Design decode_stage_flat, sky130hd; sources not shown.
### Placement density heat map, run 1

(4 px per um) 8 x 8 tiles, from dark blue (low) to red (high), 0 to 100% covered.
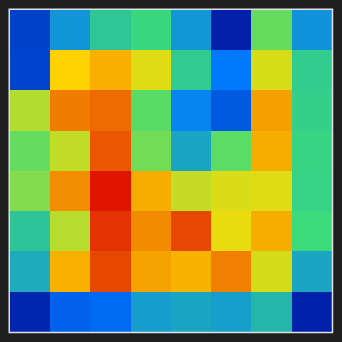
tiles over 75% full	30%
fullest tile	98%
densest ninth of the die	middle left
mean over tiles	56%
fp util: 46.6%
final design utilization: 70.6%

### Placed standard cells, run 1

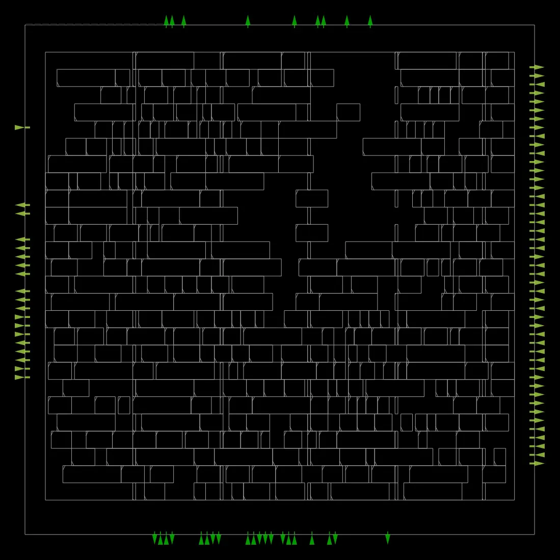
tap cell count: 70
Seq area share: 31.8%
flop count: 47

### Signal wires on met1, run 1

(8 px per um) Supply wires on this layer in gray.
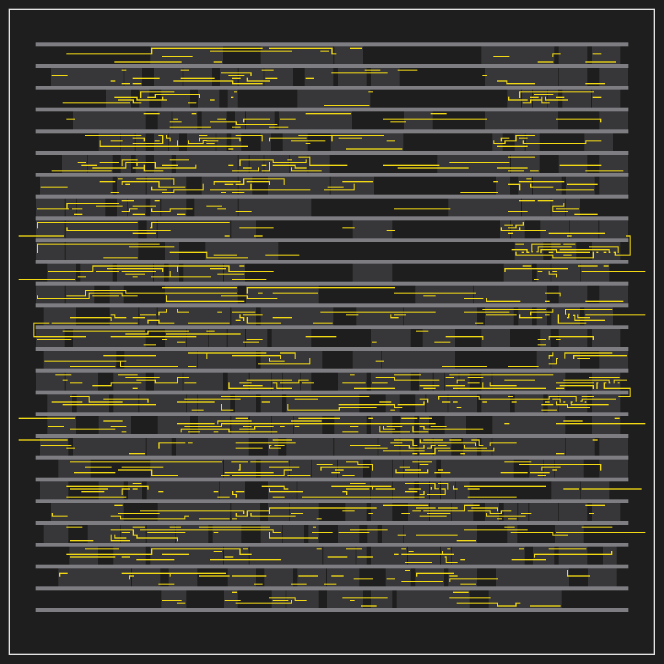
nets with wire on the layer	316
main direction	horizontal
share of all routed wire	40%
wire length on this layer	2,430 um
longest straight run	26.7 um
grt met1 use: 22.3%
WL final: 6100 um

==> flow_metrics.py, run 1 <==
# Metrics from the implementation run
metrics = {
    "synthesis": {
        "ys_ff": 47,
        "yosysWarnings": 0,
        "largest_area_cell": "dfrtp_1",
        "edf_count": 0,
        "synth.top_cell.area_share_pct": 48.2,
        "most_common_cell": "dfrtp_1",
        "ys_seq_share_pct": 48.2,
        "ys_top_cells_by_area": "dfrtp_1 (48%), mux2_2 (6.5%), xor2_1 (3.6%)",
        "ys_cells": 222,
        "synth_area_mm2": 0.00244,
        "ys_area_mm2": 0.00244,
        "async_reset_ff_share_pct": 100,
    },
    "detailed_routing": {
        "via_per_inst": 5.10,
        "dr_total_vias": 2069,
        "first_pass_iters": 4,
        "drc": 0,
        "drt-met1-wl_um": 2430,
    },
    "cts": {
        "cts_tree": "built",
        "ctsResizeCount": 40,
        "cts.sinks": 47,
        "clk_pin_slew_ns": 0.09,
    },
    "timing": {
        "tightest_slew_ns": 0.585,
        "setup_viol": 0,
        "relSlewSlack_pct": 61.0,
        "slew_violations": 0,
        "hold_viol": 0,
        "rsz0062_at_grt": "yes",
        "period_used_pct": 99.5,
        "worst_slack_ns": 0.0160,
        "max_freq_ghz": 0.319,
        "tns_ns": 0,
        "whs_ns": 0.465,
    },
    "finish": {
        "clkbuf_count": 8,
        "layout_top_cells": "clkdlybuf4s50_1 (81), dfrtp_1 (47), buf_4 (27)",
        "antennaDiodeCount": 0,
        "logic_area_mm2": 0.00113,
        "comb.multi_input.count": 146,
        "layout.nonclk_buf_share_pct": 31.3,
        "clockNetworkAreaShare_pct": 2.71,
        "final_common_cell": "clkdlybuf4s50_1",
        "largestClassByArea": "flip-flops and latches",
        "design_area_mm2": 0.00370,
        "nonClockInverterCount": 12,
        "syn_to_final_growth_pct": 51.7,
        "stdcell_count": 406,
        "fillers": 391,
    },
    "power": {
        "top_power_group": "registers",
        "p_clk_uw": 396,
        "seq_power_share_pct": 47.8,
        "p_clk_share_pct": 26.9,
        "power_leakage_nw": 1.64,
    },
    "grt": {
        "grt_pass1_wl_um": 9840,
        "antenna_found_initial": 0,
        "grt_max_degree": 48,
    },
    "setup_path": {
        "end_kind": "output pin",
        "reg2reg_slack_ns": 0.72,
        "cp_max_fo": 2,
        "criticalPathCategory": "in -> out",
        "worstSetupStartpointType": "input pin",
        "cp.required_ns": 2.20,
        "reg2regPathDepth": 13,
    },
    "placement": {
        "dp_slack_ns": -0.850,
        "gp_congestion": 0.815,
        "hpwl_um": 4580,
        "placed_area_mm2": 0.00352,
    },
    "floorplan": {
        "io_pins": 95,
        "die_h_um": 80.4,
        "row_count": 26,
    },
    "worst_hold_path": {
        "holdPathStages": 1,
    },
    "flow_run": {
        "max_cap_violations": 0,
        "tool_warnings": 30,
    },
    "run_status": {
        "status": "completed",
    },
}
==> run 1: routing by layer <==
metal	vias to the layer above	global-route usage, %
li1	991	-
met1	987	22.3
met2	83	35.8
met3	8	5.04
met4	0	5.57
met5	-	0
==> run 1: worst max-delay path, stage by stage <==
cell and delay (ns):
buf_6 0.10, xor2_2 0.13, or4_4 0.55, a21oi_4 0.13
or2_1 0.15, nor2_2 0.04, buf_2 0.14
==> run 1: logic make-up (layout without fill, tap and decap cells) <==
| logic type | after synthesis | after routing | share of synthesized area (%) |
|---|---|---|---|
| simple gates | 69 | 69 | 17.0 |
| flops | 47 | 47 | 48.2 |
| compound gates | 36 | 36 | 10.1 |
| buf+inv | 29 | 143 | 7.08 |
| xor+xnor | 18 | 18 | 6.46 |
| mux | 18 | 18 | 8.57 |
| fa+ha+maj | 5 | 5 | 2.57 |
==> run 2: changes to the inputs <==
--- a/config.mk
+++ b/config.mk
@@ -5,9 +5,9 @@
 export SDC_FILE = /design/constraint.sdc
 export NUM_CORES = 1
 export LEC_CHECK = 0
-export CORE_MARGIN = 3
 export CORE_UTILIZATION = 44
 export DETAILED_ROUTE_END_ITERATION = 6
+export GPL_ROUTABILITY_DRIVEN = 0
 export PLACE_DENSITY = 0.86
 export SYNTH_ARGS = -nofsm -noshare
 export SYNTH_HDL_FRONTEND = slang
==> constraint.sdc (replaced) <==
create_clock -name clk -period 3.15 [get_ports clk]
set_input_delay 0.63 -clock clk [delete_from_list [all_inputs] [get_ports clk]]
set_output_delay 0.63 -clock clk [all_outputs]
set_load 0.005 [all_outputs]
### Cell sizes after repair, run 2

(4 px per um)
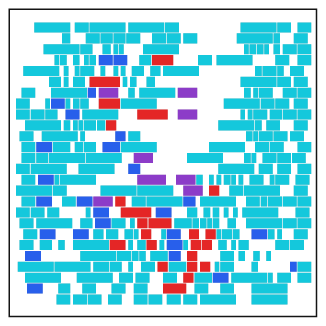
size	color	cells	share
_0 and _1 cells	cyan	266	82%
_2 cells	blue	26	8.0%
_3 and _4 cells	red	23	7.1%
_6 and larger	purple	8	2.5%
Setup WS post-layout: 0.0476 ns
final instance area: 0.00357 mm^2
area delta synth->final: 46.6%

==> run 2 against run 1 <==
Effect of this change: clock power fell by 1%; design area fell by 3.4%; synthesized area is the same; wire length decreased by 11%; critical path depth rose by 2; sequential share of layout area rose by 1.1 points; sequential power barely moved; largest power group unchanged; count of clock-buffer cells in the layout did not move; setup slack improved by 0.032 ns; worst hold slack better by 0.0037 ns; highest routed layer unchanged; sequential cell count stayed put; via count shrank 4.7%.
==> flow_metrics.py, run 2 <==
# Metrics from the implementation run
metrics = {
    "power": {
        "top_power_group": "registers",
        "power_leakage_nw": 1.56,
        "p_clk_uw": 392,
    },
    "finish": {
        "layout_top_cells": "clkdlybuf4s50_1 (92), dfrtp_1 (47), nor2_1 (22)",
        "final_common_cell": "clkdlybuf4s50_1",
        "fillers": 419,
        "logic_area_mm2": 0.00110,
        "antennaDiodeCount": 0,
    },
    "setup_path": {
        "slowest_stage": "clkdlybuf4s50_1",
        "cp_max_fo": 3,
        "cp.required_ns": 2.52,
        "crit_family": "buffers and inverters",
        "worstSetupStartpointType": "input pin",
        "end_kind": "output pin",
        "crit_path_frequent_cell": "a21oi_4",
        "criticalPathCategory": "in -> out",
        "reg2reg_slack_ns": 0.90,
        "crit_chain": "clkdlybuf4s50_1 > inv_1 > ha_1 > and3b_2 > a21oi_4 > a21oi_4 > or2_1 > nor2_1 > clkdlybuf4s15_1",
        "max_stage_delay_ns": 0.49,
        "path_depth": 9,
    },
    "synthesis": {
        "ys_seq_share_pct": 48.2,
        "synth.top_cell.area_share_pct": 48.2,
        "synth_adder_area_share_pct": 2.57,
        "edf_count": 0,
        "largest_area_cell": "dfrtp_1",
        "ys_top_cells_by_area": "dfrtp_1 (48%), mux2_2 (6.5%), xor2_1 (3.6%)",
        "ys_ff": 47,
        "simple_gate_share_pct": 17.0,
        "yosysWarnings": 0,
        "synth_area_mm2": 0.00244,
        "ys_sh_mux_pct": 8.57,
        "async_reset_ff_share_pct": 100,
        "ys_area_mm2": 0.00244,
        "ys_cells": 222,
    },
    "run_status": {
        "status": "completed",
    },
    "grt": {
        "busiest_layer": "met2",
        "antenna_found_initial": 0,
        "met1_usage_pct": 23.3,
    },
    "cts": {
        "cts_tree": "built",
        "cts.sinks": 47,
        "clk_pin_slew_ns": 0.08,
    },
    "floorplan": {
        "row_count": 26,
        "io_pins": 95,
    },
    "timing": {
        "whs_ns": 0.469,
        "slew_violations": 0,
        "tightest_slew_ns": 1.02,
        "relSlewSlack_pct": 31.7,
        "hold_viol": 0,
        "period_used_pct": 98.5,
    },
    "detailed_routing": {
        "wirelength_um": 5460,
        "drc": 0,
        "first_pass_iters": 4,
    },
    "placement": {
        "hpwl_um": 4120,
    },
    "flow_run": {
        "max_cap_violations": 0,
        "tool_warnings": 29,
    },
}
### Placement density heat map, run 2

(4 px per um) 8 x 8 tiles, from dark blue (low) to red (high), 0 to 100% covered.
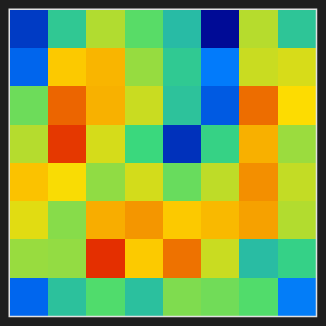
fullest tile	95%
mean over tiles	60%
tiles over 75% full	27%
final design utilization: 68.3%
core area: 0.00524 mm^2

-- run 2: area by class of cell --
| class | count | share of cell area (%) |
|---|---|---|
| Timing Repair Buffer | 110 | 29.9 |
| Sequential cell | 47 | 32.9 |
| Inverter | 12 | 1.26 |
| Tap cell | 70 | 2.45 |
| Multi-Input combinational cell | 146 | 30.7 |
| Clock buffer | 8 | 2.80 |
-- run 2: per-stage QoR --
stage / power, mW / std cells
after floorplan: 0.849 / 222
after CTS: 1.47 / 393
after global placement: 1.06 / 385
final: 1.45 / 393
after detailed placement: 1.07 / 385
after global routing: 1.52 / 393
-- run 2: per-layer routing --
metal | routed length (um) | vias to the layer above | share of wire (%)
met5 | 0 | - | 0
met4 | 75 | 0 | 1.4
met3 | 444 | 8 | 8.1
met2 | 2620 | 79 | 48
met1 | 2320 | 922 | 43
li1 | - | 962 | -
No activity file was given, so power comes from the tool's default toggle rates.
